==> src/rtl/engine_filter_cond_result_stage_pkg.sv <==
// Shared types for the filter-condition result stage: pass policy,
// configuration word and FIFO entry layout.
package engine_filter_cond_result_stage_pkg;

    typedef logic [63:0] MemoryPacketData;

    typedef enum logic [1:0] {
        PASS_TRUE  = 2'd0,
        PASS_FALSE = 2'd1,
        PASS_ALL   = 2'd2
    } FilterCondPassMode;

    typedef struct packed {
        FilterCondPassMode pass_mode;
        logic              break_on_false;
    } FilterCondResultConfig;

    typedef struct packed {
        MemoryPacketData data;
        logic            flag;
    } FilterCondFifoEntry;

    // Keep decision for one packet; the unused encoding keeps nothing.
    function automatic logic keep_packet(input FilterCondPassMode mode, input logic flag);
        logic keep;
        case (mode)
            PASS_TRUE:  keep = flag;
            PASS_FALSE: keep = ~flag;
            PASS_ALL:   keep = 1'b1;
            default:    keep = 1'b0;
        endcase
        return keep;
    endfunction

endpackage

==> src/rtl/engine_filter_cond_result_fifo.sv <==
// Show-ahead FIFO with a registered head entry. Pointers carry one extra
// wrap bit so full/empty are distinguished by the MSB compare.
module engine_filter_cond_result_fifo
    import engine_filter_cond_result_stage_pkg::*;
#(
    parameter int DEPTH = 16,
    parameter int AW    = $clog2(DEPTH)
) (
    input  logic               ap_clk,
    input  logic               areset,
    input  logic               clear,
    input  logic               push,
    input  logic               pop,
    input  FilterCondFifoEntry wdata,
    output FilterCondFifoEntry head,
    output logic               head_valid,
    output logic               full,
    output logic [AW:0]        occupancy
);

    FilterCondFifoEntry mem [DEPTH];
    logic [AW:0]        wr_ptr, rd_ptr;
    logic [AW:0]        wr_ptr_n, rd_ptr_n, occ_n;
    FilterCondFifoEntry head_n;
    logic               do_pop;

    assign full      = (wr_ptr[AW] != rd_ptr[AW]) && (wr_ptr[AW-1:0] == rd_ptr[AW-1:0]);
    assign occupancy = wr_ptr - rd_ptr;
    assign do_pop    = pop & head_valid;

    // Next pointers and next head; a push landing in the slot about to
    // become the head bypasses the array so empty->valid takes one edge.
    always_comb begin
        wr_ptr_n = wr_ptr + (AW+1)'(push);
        rd_ptr_n = rd_ptr + (AW+1)'(do_pop);
        occ_n    = wr_ptr_n - rd_ptr_n;
        head_n   = head;
        if (occ_n != '0) begin
            if (push && (rd_ptr_n == wr_ptr)) begin
                head_n = wdata;
            end else begin
                head_n = mem[rd_ptr_n[AW-1:0]];
            end
        end
    end

    // Pointer and head registers; clear wins over push and pop.
    always_ff @(posedge ap_clk or posedge areset) begin
        if (areset) begin
            wr_ptr     <= '0;
            rd_ptr     <= '0;
            head       <= '0;
            head_valid <= 1'b0;
        end else if (clear) begin
            wr_ptr     <= '0;
            rd_ptr     <= '0;
            head       <= '0;
            head_valid <= 1'b0;
        end else begin
            wr_ptr     <= wr_ptr_n;
            rd_ptr     <= rd_ptr_n;
            head       <= head_n;
            head_valid <= (occ_n != '0);
        end
    end

    // Storage array write; contents need no reset.
    always_ff @(posedge ap_clk) begin
        if (push && !clear) begin
            mem[wr_ptr[AW-1:0]] <= wdata;
        end
    end

endmodule

==> src/rtl/engine_filter_cond_result_stage.sv <==
// Result stage behind the filter-condition kernel: applies the pass/drop
// policy, pulses on failing conditions, buffers survivors and keeps stats.
//
// Handshake: a packet leaves on a clock edge where out_valid && out_ready;
// out_valid never depends on out_ready, and out_data/out_flag stay stable
// while out_valid && !out_ready.
module engine_filter_cond_result_stage
    import engine_filter_cond_result_stage_pkg::*;
#(
    parameter int FIFO_DEPTH       = 16,
    parameter int PROG_FULL_MARGIN = 3,
    parameter int COUNT_W          = 32
) (
    input  logic                  ap_clk,
    input  logic                  areset,
    input  logic                  clear,
    input  logic                  config_params_valid,
    input  FilterCondResultConfig config_params,
    input  logic                  result_valid_in,
    input  logic                  result_flag_in,
    input  MemoryPacketData       result_data_in,
    output logic                  prog_full,
    output logic                  out_valid,
    input  logic                  out_ready,
    output MemoryPacketData       out_data,
    output logic                  out_flag,
    output logic                  break_pulse,
    output logic [COUNT_W-1:0]    pass_count,
    output logic [COUNT_W-1:0]    drop_count,
    output logic                  overflow_sticky
);

    localparam int          AW        = $clog2(FIFO_DEPTH);
    localparam logic [AW:0] PF_THRESH = (AW+1)'(FIFO_DEPTH - PROG_FULL_MARGIN);

    logic               qualified, keep, drop, pop, write, lost, fifo_full;
    logic [AW:0]        occupancy, occ_next;
    FilterCondFifoEntry wdata, head;

    // An input in a clear cycle is discarded along with everything else.
    assign qualified = result_valid_in & config_params_valid & ~clear;
    assign keep      = qualified & keep_packet(config_params.pass_mode, result_flag_in);
    assign drop      = qualified & ~keep_packet(config_params.pass_mode, result_flag_in);
    assign pop       = out_valid & out_ready;
    assign write     = keep & (~fifo_full | pop);
    assign lost      = keep & fifo_full & ~pop;
    assign occ_next  = occupancy + (AW+1)'(write) - (AW+1)'(pop);
    assign wdata     = '{data: result_data_in, flag: result_flag_in};
    assign out_data  = head.data;
    assign out_flag  = head.flag;

    engine_filter_cond_result_fifo #(
        .DEPTH (FIFO_DEPTH)
    ) u_fifo (
        .ap_clk     (ap_clk),
        .areset     (areset),
        .clear      (clear),
        .push       (write),
        .pop        (pop),
        .wdata      (wdata),
        .head       (head),
        .head_valid (out_valid),
        .full       (fifo_full),
        .occupancy  (occupancy)
    );

    // Throttle and break pulse, both registered from this cycle's activity.
    always_ff @(posedge ap_clk or posedge areset) begin
        if (areset) begin
            prog_full   <= 1'b0;
            break_pulse <= 1'b0;
        end else if (clear) begin
            prog_full   <= 1'b0;
            break_pulse <= 1'b0;
        end else begin
            prog_full   <= (occ_next >= PF_THRESH);
            break_pulse <= qualified & ~result_flag_in & config_params.break_on_false;
        end
    end

    // Saturating statistics and the sticky overflow flag.
    always_ff @(posedge ap_clk or posedge areset) begin
        if (areset) begin
            pass_count      <= '0;
            drop_count      <= '0;
            overflow_sticky <= 1'b0;
        end else if (clear) begin
            pass_count      <= '0;
            drop_count      <= '0;
            overflow_sticky <= 1'b0;
        end else begin
            if (write && (pass_count != '1)) begin
                pass_count <= pass_count + COUNT_W'(1);
            end
            if (drop && (drop_count != '1)) begin
                drop_count <= drop_count + COUNT_W'(1);
            end
            if (lost) begin
                overflow_sticky <= 1'b1;
            end
        end
    end

endmodule

==> config.mk <==
export PLATFORM = sky130hd
export DESIGN_NAME = engine_filter_cond_result_stage
export DESIGN_NICKNAME = d
export VERILOG_FILES = /design/src/rtl/engine_filter_cond_result_stage_pkg.sv /design/src/rtl/engine_filter_cond_result_fifo.sv /design/src/rtl/engine_filter_cond_result_stage.sv
export SDC_FILE = /design/constraint.sdc
export NUM_CORES = 1
export LEC_CHECK = 0
export ABC_AREA = 0
export CORE_MARGIN = 5
export CORE_UTILIZATION = 40
export CTS_BUF_LIST = sky130_fd_sc_hd__clkbuf_16
export DETAILED_ROUTE_END_ITERATION = 12
export PLACE_DENSITY_LB_ADDON = 0.12
export SYNTH_ARGS = -nofsm -noshare
export SYNTH_HDL_FRONTEND = slang
export SYNTH_HIERARCHICAL = 1
export SYNTH_SLANG_ARGS = --single-unit
==> constraint.sdc <==
create_clock -name ap_clk -period 21.8 [get_ports ap_clk]
set_clock_uncertainty 0.15 [all_clocks]
set_input_delay 3.27 -clock ap_clk [delete_from_list [all_inputs] [get_ports ap_clk]]
set_output_delay 3.27 -clock ap_clk [all_outputs]
set_load 0.02 [all_outputs]
==> flow_metrics.tcl <==
# flow metrics
set metrics [dict create \
    top_cell_area_share_pct 66.04 \
    p_int_mw 3.794 \
    cp_slowest_stage_delay_ps 1020 \
    cp-end-kind "flop" \
    drv_cap 0 \
    swShare_pct 20.71 \
    path_delay_family "AND-OR/OR-AND gates" \
    cts_hold_buf 0 \
    numSynthFlops 1183 \
    stdcell_area_mm2 0.05552 \
    ys.flop_type "edfxtp_1" \
    combGateArea_mm2 0.01196 \
    period_minus_slack_ps 8943 \
    ioPinCount 207 \
    clkPwrFrac_pct 45.0 \
    worstPathArrival_ps 9340 \
    crit_required_ps 22200 \
    critPathMaxFanout 49 \
    antenna_found_initial 10 \
    drc 0 \
    drtIter0Drc 1868 \
    timing.fmax_mhz 111.8 \
    vias 24730 \
    fillCellCount 9784 \
    finalCritPeriodShare_pct 41.02 \
    hold_violations 0 \
    min_path_type "flop to flop" \
    die-area_mm2 0.1252 \
    grt_setup_unrepaired "no" \
    ys_types 68 \
    worst_slew_pin_slew_ps 1184 \
    yosys_warnings 6 \
    report.final.slew_viol_count 0 \
    slew_headroom_pct 21.06 \
    top_area_cell "edfxtp_1" \
    row_count 126 \
    cts-buffers-inserted 134 \
    synthCells 2435 \
    outcome "completed" \
    vias_per_cell 5.694 \
    synthArstFlopShare_pct 12.09 \
    switching_power_uw 990.8 \
    warnings 31 \
    dpl-instance-area_mm2 0.05131 \
    clk_path_buf_depth 3 \
    fp_util_pct 40.16 \
    postCtsSetupRepairBufs 0 \
    crit_type "primary input to flop" \
    root_buffer "clkbuf_16" \
    startpoint_type "primary input" \
    dr.pass1.iters 5 \
    critPathSlowestCell "o31ai_4" \
    yosys.area_share.simple_pct 3.879 \
    cellPowerDensity_mw_per_mm2 86.17 \
    grt_pass1_vias 26350 \
    overflow 0 \
    ys_chip_area_mm2 0.04729 \
    edf_count 1040 \
    wl_per_cell_um 27.99 \
    leakage_nw 17.48 \
    ys_top_logic_family "multiplexers" \
    regArea_mm2 0.03481 \
    gp_congestion 0.7886 \
    post_cts_resized 0 \
    h-tree-depth 4 \
    worst_path_most_repeated_cell "ha_1" \
    xor_share_pct 0.7381 \
    grt_pass1_wl_um 180200 \
    grt_usage_pct 19.40 \
    syn_area_per_cell_um2 19.42 \
    ys_seq_share_pct 73.60 \
    synthTopCellsByArea "edfxtp_1 (66%), mux4_2 (12%), dfrtp_1 (7.6%), mux2i_1 (2.7%), o2bb2ai_1 (1.2%)" \
    lay_top_count "edfxtp_1" \
    place_hpwl_um 61540 \
    setup_viol 0 \
    syn_area_mm2 0.04729 \
    adder_share_pct 0.5873 \
    comb_power_share_pct 3.0 \
    finalWirelength_um 121600 \
    setup_tns_ps 0 \
    grt_max_degree 138 \
    synth-cells-yosys 2435 \
    synth.net_count 2530 \
    clk_pin_slew_ps 60 \
    fin_nets 2793 \
    cp_num_buf_inv 3 \
    final_layout_size_suffix_gt1_share_pct 19.13 \
    most-common-layout-cells "edfxtp_1 (1040), mux4_2 (261), clkdlybuf4s50_1 (205), dfrtp_1 (143), clkbuf_16 (138)" \
    ant_nets 0 \
    seq_power_share_pct 52.0 \
    aoi_share_pct 4.450 \
    io_buffers 206 \
    cp_cell_sequence "clkdlybuf4s50_1 -> o21ai_1 -> nand4_2 -> inv_2 -> ha_1 -> ha_1 -> ha_1 -> nor2b_1 -> o21ai_0 -> o21ai_1 -> xnor2_1 -> o31ai_4 -> buf_4 -> o2bb2ai_1" \
    mux_share_pct 15.25 \
    tritoncts "yes" \
    area_growth_pct 17.41 \
]
-- final timing paths --
| path | startpoint | end | slack, ps | cells past startpoint |
|---|---|---|---|---|
| setup / recovery | result_flag_in | u_fifo/head[1] | 12860 | 14 |
| hold / removal | u_fifo/head[0] | u_fifo/head[0] | 340 | 1 |
| setup reg to reg | u_fifo/head_valid | u_fifo/head[1] | 15690 | 13 |
| hold reg to reg | u_fifo/head[0] | u_fifo/head[0] | 340 | 1 |
| max in group asynchronous | areset | u_fifo/wr_ptr[2] | 17170 | 3 |
| min in group asynchronous | areset | drop_count[14] | 2830 | 2 |
-- layer usage --
| metal | GRT usage [%] | part of all wire [%] | wire [µm] | up-vias |
|---|---|---|---|---|
| met4 | 4.820 | 2.0 | 2460 | 14 |
| met3 | 3.245 | 4.3 | 5195 | 178 |
| met1 | 26.14 | 43 | 52580 | 13460 |
| met5 | 0 | 0.072 | 87 | - |
| met2 | 33.14 | 50 | 61240 | 546 |
| li1 | - | - | - | 10540 |
-- power groups by stage --
| stage | clock, mW | combinational [mW] | sequential (mW) |
|---|---|---|---|
| 6_report | 2.15 | 0.143 | 2.49 |
| 5_1_grt | 2.30 | 0.155 | 2.49 |
| 2_1_floorplan | 0 | 0.0454 | 2.55 |
| 3_3_place_gp | 0 | 0.142 | 2.54 |
| 4_1_cts | 2.21 | 0.147 | 2.49 |
| 3_5_place_dp | 0 | 0.146 | 2.54 |
-- cells by family (layout without fill, tap and decap cells) --
logic type	after synthesis	after routing
adder cells (fa/ha/maj)	21	21
AND/OR/NAND/NOR	323	323
multiplexers	393	393
buffers and inverters	168	540
AND-OR/OR-AND	308	308
other	0	1
flip-flops	1183	1183
XOR/XNOR	39	39
-- synth_stat cells (27+ instances only) --
master / number
edfxtp_1: 1040
nor2_1: 52
a21oi_1: 100
inv_1: 33
nand2_1: 44
mux2i_1: 126
o2bb2ai_1: 65
o21ai_0: 27
clkbuf_1: 58
or3_1: 27
a211oi_1: 68
and2_1: 67
nand3_1: 34
dfrtp_1: 143
mux4_2: 261
buf_2: 50
-- through the flow --
stage	util (%)	total power, mW	setup slack [ps]	hold slack, ps	cells
finish	47.15	4.785	12860	336.2	4344
global route	47.15	4.949	12540	347.7	4344
CTS	47.15	4.844	12920	339.5	4343
global placement	43.57	2.679	12360	323.8	4098
floorplan	-	2.591	12190	403.6	2435
detailed placement	43.57	2.683	12140	322.5	4098
-- state kept, by name (all words and copies together), names as in the netlist --
name,count
u_fifo/rd_ptr,5
drop_count,32
u_fifo/head,65
break_pulse,1
pass_count,32
prog_full,1
u_fifo/mem,1040
overflow_sticky,1
u_fifo/wr_ptr,5
u_fifo/head_valid,1
-- layout make-up --
| cell class | count | area share [%] |
|---|---|---|
| sequential | 1183 | 62.69 |
| tap | 1536 | 3.461 |
| clock inverter | 107 | 1.372 |
| antenna | 1 | 0.004507 |
| timing repair buffer | 259 | 4.466 |
| inverter | 36 | 0.2501 |
| clock buffer | 138 | 6.219 |
| multi-input combinational | 1084 | 21.54 |
met2.png
(1 px per µm)
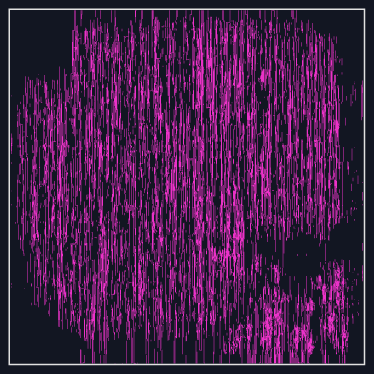
nets with wire on the layer: 2486
share of all routed wire: 50%
wire length on this layer: 61.2 mm
main direction: vertical

final_clocks.png
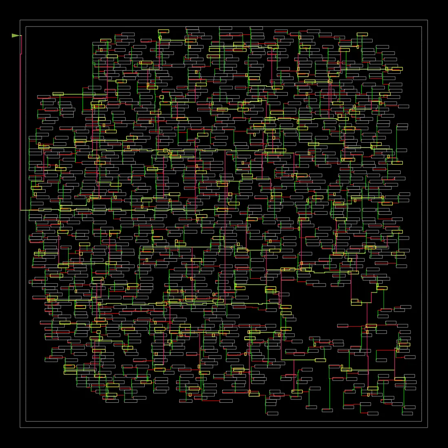
registers: 1183
clk_lat worst skew: 720 ps
# clock sinks: 1183

density.png
(1 px per µm) The die is cut into 35 by 35 equal tiles; black is low, pale yellow is high, 0 to 100% covered.
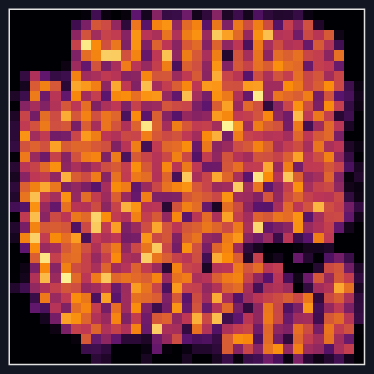
fullest tile: 98%
mean over tiles: 43%
tiles over 75% full: 8.3%
nearly empty tiles: 11%

pdn.png
(1 px per µm) Pins as bars on the die edge.
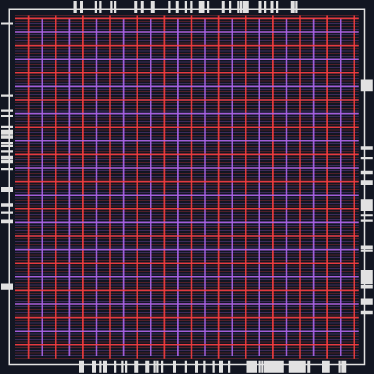
legend:
  VSS:
    colour: red
  VDD:
    colour: purple
met4 straps: 25
met1 rails: 127
met5 straps: 25
Die H: 353.9 µm
Chip Width: 353.9 µm
core footprint: 0.1178 mm²
Max VDD drop: 0.06548 mV

registers.png
(1 px per µm) Other sequential cells in the stronger grey, the rest of the logic in the fainter grey.
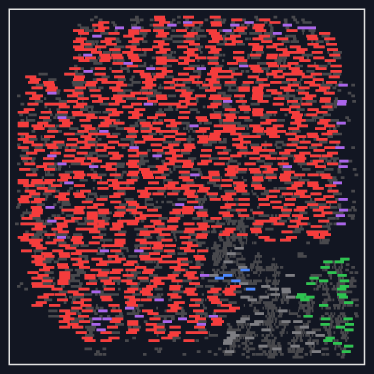
legend:
  u_fifo/rd_ptr:
    colour: blue
    sequential_cells: 5
  u_fifo/head:
    colour: purple
    sequential_cells: 65
    where: widely spread
  u_fifo/mem:
    colour: red
    sequential_cells: 1040
    where: widely spread
  pass_count:
    colour: green
    sequential_cells: 32
    where: south-east
Final Util: 47.15%
flop share of the area: 62.69%

No activity file was given, so power comes from the tool's default toggle rates.
